File: config.mk
export PLATFORM = sky130hd
export DESIGN_NAME = cmp_result_monitor
export DESIGN_NICKNAME = d
export VERILOG_FILES = /design/src/rtl/cmp_result_monitor.sv
export SDC_FILE = /design/constraint.sdc
export NUM_CORES = 1
export LEC_CHECK = 0
export CAP_MARGIN = 20
export CORE_MARGIN = 2
export CORE_UTILIZATION = 35
export CTS_CLUSTER_SIZE = 12
export DETAILED_ROUTE_END_ITERATION = 12
export GPL_TIMING_DRIVEN = 0
export MAX_ROUTING_LAYER = met4
export REMOVE_ABC_BUFFERS = 1
export SYNTH_ARGS = -nofsm -noshare
export SYNTH_HDL_FRONTEND = slang
export SYNTH_SLANG_ARGS = --single-unit
File: constraint.sdc
create_clock -name CLK -period 2.2 [get_ports CLK]
set_clock_uncertainty 0.15 [all_clocks]
set_input_delay 0.55 -clock CLK [delete_from_list [all_inputs] [get_ports CLK]]
set_output_delay 0.55 -clock CLK [all_outputs]
set_load 0.05 [all_outputs]
File: src/rtl/cmp_result_monitor.sv
// Result monitor for the 6-bit comparator: aligns operand-valid with the registered E/L/G,
// counts legal outcomes, tracks runs of identical codes and flags non-one-hot results.
module cmp_result_monitor #(
  parameter int unsigned CNT_W    = 8,
  parameter int unsigned STREAK_N = 4,
  parameter int unsigned LAT      = 2
) (
  input  logic             CLK,
  input  logic             RST,
  input  logic             VLD,
  input  logic             CLR,
  input  logic             E,
  input  logic             L,
  input  logic             G,
  output logic [CNT_W-1:0] CNT_E,
  output logic [CNT_W-1:0] CNT_L,
  output logic [CNT_W-1:0] CNT_G,
  output logic [1:0]       LAST,
  output logic             RES_VLD,
  output logic             STREAK,
  output logic             ERR
);

  localparam logic [CNT_W-1:0] CntMax  = '1;
  localparam logic [3:0]       StreakN = 4'(STREAK_N);

  logic [LAT-1:0]   vp_q, vp_d;
  logic [CNT_W-1:0] cnt_e_q, cnt_e_d;
  logic [CNT_W-1:0] cnt_l_q, cnt_l_d;
  logic [CNT_W-1:0] cnt_g_q, cnt_g_d;
  logic [1:0]       last_q, last_d;
  logic [3:0]       run_q, run_d;
  logic             streak_q, streak_d;
  logic             err_q, err_d;
  logic             res_vld_q, res_vld_d;

  logic             sample;
  logic             legal;
  logic [1:0]       code;

  always_comb begin
    legal = 1'b1;
    code  = 2'b00;
    case ({E, L, G})
      3'b100:  code = 2'b10;
      3'b010:  code = 2'b01;
      3'b001:  code = 2'b11;
      default: legal = 1'b0;
    endcase
  end

  assign sample = vp_q[LAT-1];

  always_comb begin
    vp_d[0] = VLD;
    for (int unsigned i = 1; i < LAT; i++) begin
      vp_d[i] = vp_q[i-1];
    end

    cnt_e_d   = cnt_e_q;
    cnt_l_d   = cnt_l_q;
    cnt_g_d   = cnt_g_q;
    last_d    = last_q;
    run_d     = run_q;
    streak_d  = streak_q;
    err_d     = err_q;
    res_vld_d = 1'b0;

    if (CLR) begin
      // The valid pipeline is deliberately left shifting so in-flight operands survive CLR.
      cnt_e_d  = '0;
      cnt_l_d  = '0;
      cnt_g_d  = '0;
      last_d   = 2'b00;
      run_d    = 4'd0;
      streak_d = 1'b0;
      err_d    = 1'b0;
    end else if (sample) begin
      if (legal) begin
        unique case (code)
          2'b10:   cnt_e_d = (cnt_e_q == CntMax) ? cnt_e_q : cnt_e_q + CNT_W'(1);
          2'b01:   cnt_l_d = (cnt_l_q == CntMax) ? cnt_l_q : cnt_l_q + CNT_W'(1);
          default: cnt_g_d = (cnt_g_q == CntMax) ? cnt_g_q : cnt_g_q + CNT_W'(1);
        endcase
        if ((code == last_q) && (last_q != 2'b00)) begin
          run_d = (run_q == StreakN) ? run_q : run_q + 4'd1;
        end else begin
          run_d = 4'd1;
        end
        last_d    = code;
        streak_d  = (run_d == StreakN);
        res_vld_d = 1'b1;
      end else begin
        err_d    = 1'b1;
        run_d    = 4'd0;
        streak_d = 1'b0;
      end
    end
  end

  always_ff @(posedge CLK or negedge RST) begin
    if (!RST) begin
      vp_q      <= '0;
      cnt_e_q   <= '0;
      cnt_l_q   <= '0;
      cnt_g_q   <= '0;
      last_q    <= 2'b00;
      run_q     <= 4'd0;
      streak_q  <= 1'b0;
      err_q     <= 1'b0;
      res_vld_q <= 1'b0;
    end else begin
      vp_q      <= vp_d;
      cnt_e_q   <= cnt_e_d;
      cnt_l_q   <= cnt_l_d;
      cnt_g_q   <= cnt_g_d;
      last_q    <= last_d;
      run_q     <= run_d;
      streak_q  <= streak_d;
      err_q     <= err_d;
      res_vld_q <= res_vld_d;
    end
  end

  assign CNT_E   = cnt_e_q;
  assign CNT_L   = cnt_l_q;
  assign CNT_G   = cnt_g_q;
  assign LAST    = last_q;
  assign RES_VLD = res_vld_q;
  assign STREAK  = streak_q;
  assign ERR     = err_q;

endmodule
Fig. 1: run 1, signal wires on met2
Bar = 20 um. Cells faint in the background.
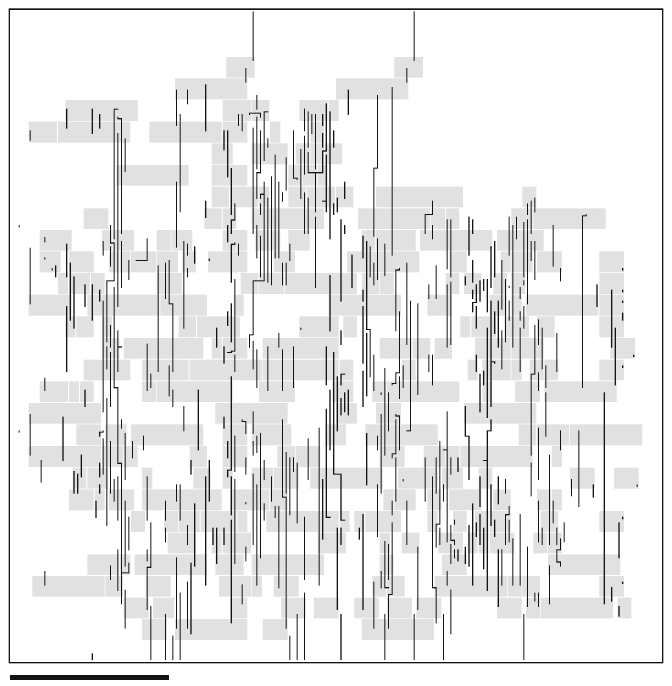
nets with wire on the layer: 227
main direction: vertical
wire length on this layer: 2100 um
share of all routed wire: 44%
longest straight run: 26.5 um
M2 GR Usage: 0.250
detailed-route via count: 1868

Fig. 2: run 1, layout detail
Bar = 10 um. Region (21, 5) to (61, 45) um. Cells in gray, sequential cells in the stronger gray; small squares are vias.
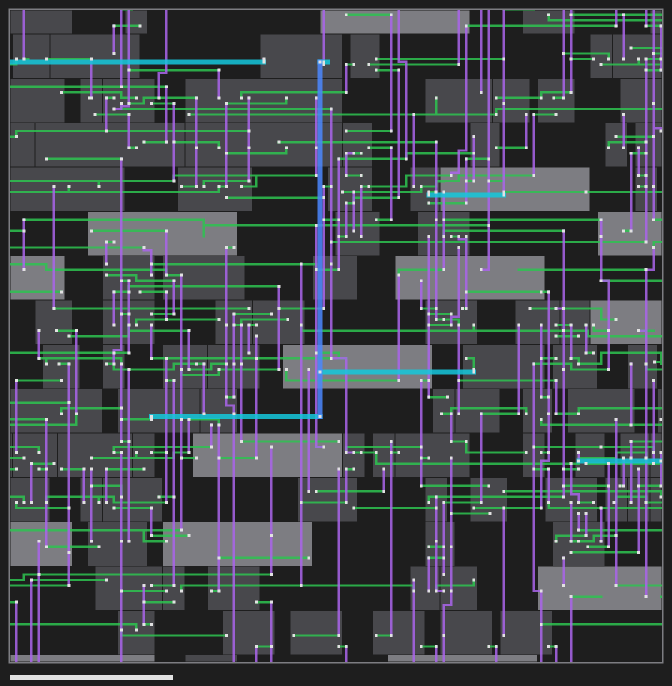
| color | layer |
|---|---|
| blue | M4 |
| cyan | M3 |
| green | M1 |
| purple | M2 |
cells with their middle in the window: 92
most frequent: nand2_1 (9), dfrtp_1 (8), dlygate4sd2_1 (6)
netlist names of flops here include: CNT_G (3), CNT_L (3), CNT_E (2)
sequential cells in the window: 8

==> flow_summary.json, run 1 <==
{
  "run_status": "complete, no violations",
  "core_mm2": 0.00589,
  "whs_ns": 0.205,
  "slew_headroom": 0.440,
  "ys_sh_xor": 0.0212,
  "final_cell_area_mm2": 0.00273,
  "crit_arrival_ns": 1.44,
  "cp.required_ns": 1.50,
  "p_leak_uw": 0.00117,
  "slowest_stage": "clkdlybuf4s50_1",
  "drc": 0,
  "grt_first_pass_wirelength_um": 8470,
  "period_used_share": 0.974,
  "p_per_area_mw_per_mm2": 536,
  "crit_path_max_fanout": 2,
  "cp.buffers_inverters": 1,
  "viasPerCell": 5.63,
  "insertedDiodeCount": 0,
  "power_switching_uw": 381,
  "wl_met3_um": 194,
  "avgSynthCellArea_um2": 9.68,
  "grt_use_total": 0.165,
  "edf_count": 0,
  "drt-pass1-iter-count": 4,
  "ys_area_mm2": 0.00213,
  "report.final.hold_viol_count": 0,
  "io_pins": 36,
  "path_clk_slew_ns": 0.08,
  "power_uw": 1460,
  "stdcell_count": 332
}
Fig. 3: run 1, track usage over the die
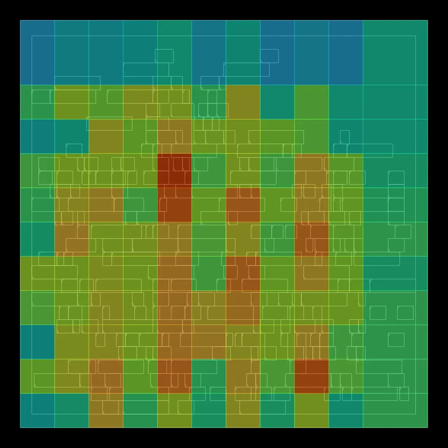
GRT met1 Usage: 0.221
Final Core Density: 0.463
WL per Instance: 14.4 um
gr busiest metal: met2

[run 1: power groups by stage]
stage               Combinational, uW  Sequential, uW  Clock (uW)
floorplan                        65.3             707           0
global placement                  167             682           0
detailed placement                166             682           0
CTS                               172             670         630
global route                      202             672         656
finish                            182             670         611
[run 1: what timing repair did]
item | 4_1_cts | 5_1_grt
pin swaps | 1 | 2
endpoints found under the setup margin | 56 | 17
hold buffers | 0 | 0
resized | 54 | 16
setup buffers | 5 | 0
[run 1: area by class of cell]
cell class / instances / area (um^2) / share of cell area
Tap cell: 75 / 93.8 / 0.0344
Multi-Input combinational cell: 162 / 1230 / 0.450
Clock buffer: 6 / 82.6 / 0.0303
Clock inverter: 2 / 35.0 / 0.0128
Inverter: 12 / 48.8 / 0.0179
Timing Repair Buffer: 40 / 363 / 0.133
Sequential cell: 35 / 876 / 0.321
[run 1: registers in the layout, summed over array words and instances (netlist names), 2 cells and up]
signal,cells
CNT_E,8
CNT_G,8
CNT_L,8
run_q,4
LAST,2
vp_q,2
[run 1: cell usage after synthesis, drive strengths merged, types with 3 or more instances]
cell,n
a211oi,3
nand3,10
or4,6
nand2b,5
o31ai,4
o41ai,7
nor2,9
or3,8
nor2b,4
buf,6
mux2,3
o21ai,14
o311ai,5
mux2i,3
ha,7
nor3,4
o2111ai,6
a21oi,15
and3,4
dfrtp,35
clkbuf,5
xor2,3
nand2,17
inv,12
[run 1: path summary, 6_finish.rpt]
path	endpoint	slack, ns	cells after the start
setup / recovery	ERR	0.06	1
hold / removal	vp_q[1]	0.20	0
setup reg to reg	CNT_G[0]	0.15	3
hold reg to reg	vp_q[1]	0.20	0
max in group asynchronous	RES_VLD	1.16	1
min in group asynchronous	CNT_L[7]	0.21	1
Fig. 4: run 1, met1 routing
Bar = 20 um. Supply wires on this layer in gray. Cells faint in the background.
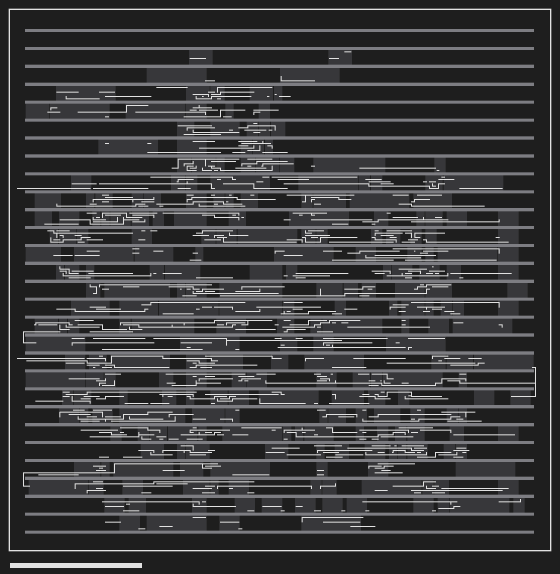

==> run 1 -> run 2 <==
--- a/config.mk
+++ b/config.mk
@@ -13,6 +13,7 @@
 export GPL_TIMING_DRIVEN = 0
 export MAX_ROUTING_LAYER = met4
 export REMOVE_ABC_BUFFERS = 1
+export SLEW_MARGIN = 20
 export SYNTH_ARGS = -nofsm -noshare
 export SYNTH_HDL_FRONTEND = slang
 export SYNTH_SLANG_ARGS = --single-unit
Fig. 5: run 2, met1 routing
Bar = 20 um. Supply wires on this layer in gray. Cells faint in the background.
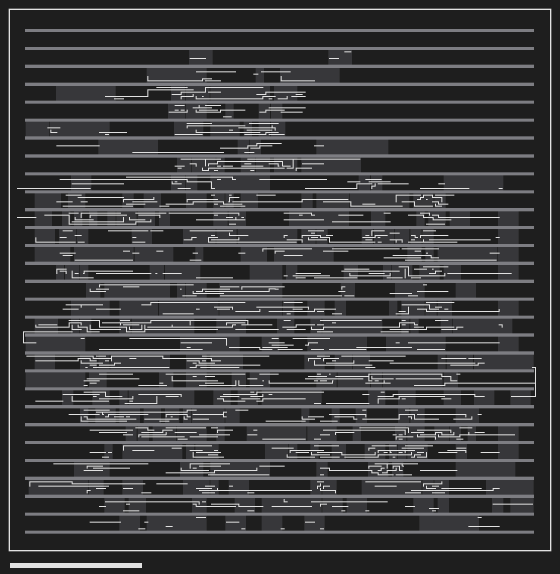
main direction: horizontal
nets with wire on the layer: 237
longest straight run: 19.3 um
detailed-route via count: 1895
GRT met1 Usage: 0.226

Fig. 6: run 2, layout detail
Bar = 10 um. Region (21, 5) to (61, 45) um. Cells in gray, sequential cells in the stronger gray; small squares are vias.
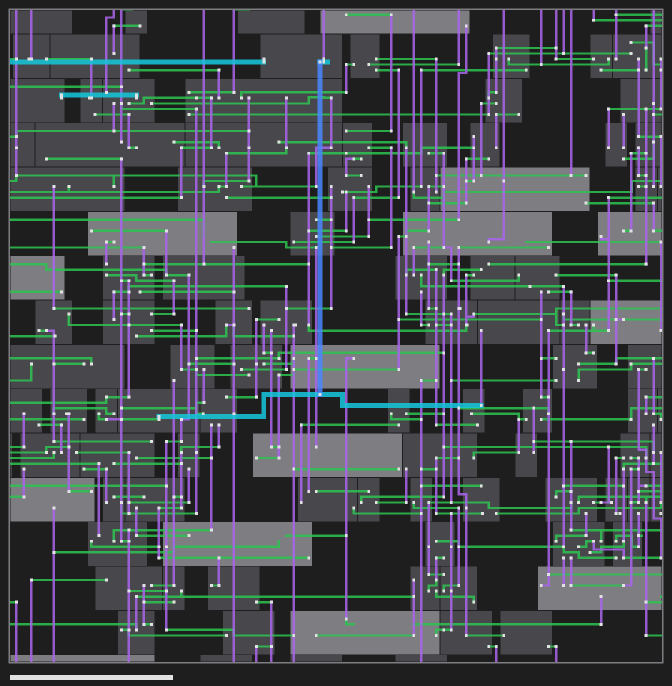
| color | layer |
|---|---|
| purple | M2 |
| cyan | M3 |
| blue | M4 |
| green | M1 |
sequential cells in the window: 10
netlist names of flops here include: CNT_G (4), CNT_L (4), CNT_E (2)
most frequent: dfrtp_1 (10), nand2_1 (9)
cells with their middle in the window: 91

==> run 2 against run 1 <==
First-iteration DRC count increased by 24%. Cell area increased by 0.87%. Final cell count increased by 0.60%. Clock-buffer cell count unchanged. Utilization increased by 0.40 points. Sequential power about the same.
==> flow_summary.json, run 2 <==
{
  "run_status": "complete, no violations",
  "wl_met3_um": 203,
  "p_per_area_mw_per_mm2": 538,
  "reg2reg_to": "CNT_G[0]",
  "drt-pass1-iter-count": 4,
  "report.final.hold_viol_count": 0,
  "viasPerCell": 5.67,
  "wirelength_um": 4930,
  "reg2reg_depth": 3,
  "r2r_slack_ns": 0.17,
  "stdcell_count": 334,
  "edf_count": 0,
  "crit_path_max_fanout": 2,
  "period_used_share": 0.977,
  "ys_sh_xor": 0.0212,
  "cp.depth": 1,
  "hold_class": "flip-flop to flip-flop",
  "m1WireLength_um": 2490,
  "use_met2": 0.251,
  "crit_arrival_ns": 1.45,
  "slowest_stage": "clkdlybuf4s50_1",
  "routedWlPerCell_um": 14.8,
  "top_usage_layer": "met2",
  "ys_sh_mux": 0.0300,
  "endpoint": "ERR",
  "insertion_delay_ns": 0.29,
  "io_pins": 36,
  "cp.buffers_inverters": 1,
  "grt_first_pass_wirelength_um": 8460,
  "slew_headroom": 0.599,
  "synth.most_common_cell": "dfrtp_1",
  "yosys-top-cells-count": "dfrtp_1, nand2_1, a21oi_1, inv_1, o21ai_0",
  "ys_area_mm2": 0.00213,
  "avgSynthCellArea_um2": 9.68,
  "floorplan.core_util": 0.362,
  "path_clk_slew_ns": 0.08,
  "p_leak_uw": 0.00118,
  "grt_use_total": 0.167
}
run 2: cell counts after synthesis:
No cell type changed its count.
run 2: stage by stage:
stage          area, um^2  setup WS (ns)  utilization  hold WS (ns)  TNS, ns
2_1_floorplan        2070        -0.0452            -         0.104  -0.0452
3_3_place_gp         2510          -1.29        0.427         0.182   -47.49
3_5_place_dp         2530          -1.31        0.430         0.186   -30.87
4_1_cts              2660      0.0000233        0.452         0.204        0
5_1_grt              2750        0.00347        0.467         0.225        0
6_report             2750         0.0506        0.467         0.202        0
run 2: worst min-delay path by stage:
stage               end  startpoint  slack, ns  cells after the start
2_1_floorplan  CNT_E[0]         RST       0.10                      0
3_3_place_gp    vp_q[1]     vp_q[0]       0.18                      0
3_5_place_dp    vp_q[1]     vp_q[0]       0.19                      0
4_1_cts         vp_q[1]     vp_q[0]       0.20                      0
5_1_grt         vp_q[1]     vp_q[0]       0.23                      0
6_report        vp_q[1]     vp_q[0]       0.20                      0
run 2: power by group:
part	switching [uW]	internal, uW
clock	253	367
sequential	16.4	654
combinational	122	66.1
total	392	1090
run 2: cell type report:
class | count | area [um^2] | area share
Clock buffer | 6 | 82.6 | 0.0300
Clock inverter | 2 | 35.0 | 0.0127
Inverter | 12 | 48.8 | 0.0177
Sequential cell | 35 | 876 | 0.318
Tap cell | 75 | 93.8 | 0.0341
Timing Repair Buffer | 42 | 385 | 0.140
Multi-Input combinational cell | 162 | 1230 | 0.447
run 2: what timing repair did:
item                                   CTS  global route
endpoints found under the hold margin   10             0
setup endpoints to repair               56            11
resized                                 56            13
hold buffers                             1             0
setup buffers                            0             5
pin swaps                                0             2
No activity file was given, so power comes from the tool's default toggle rates.
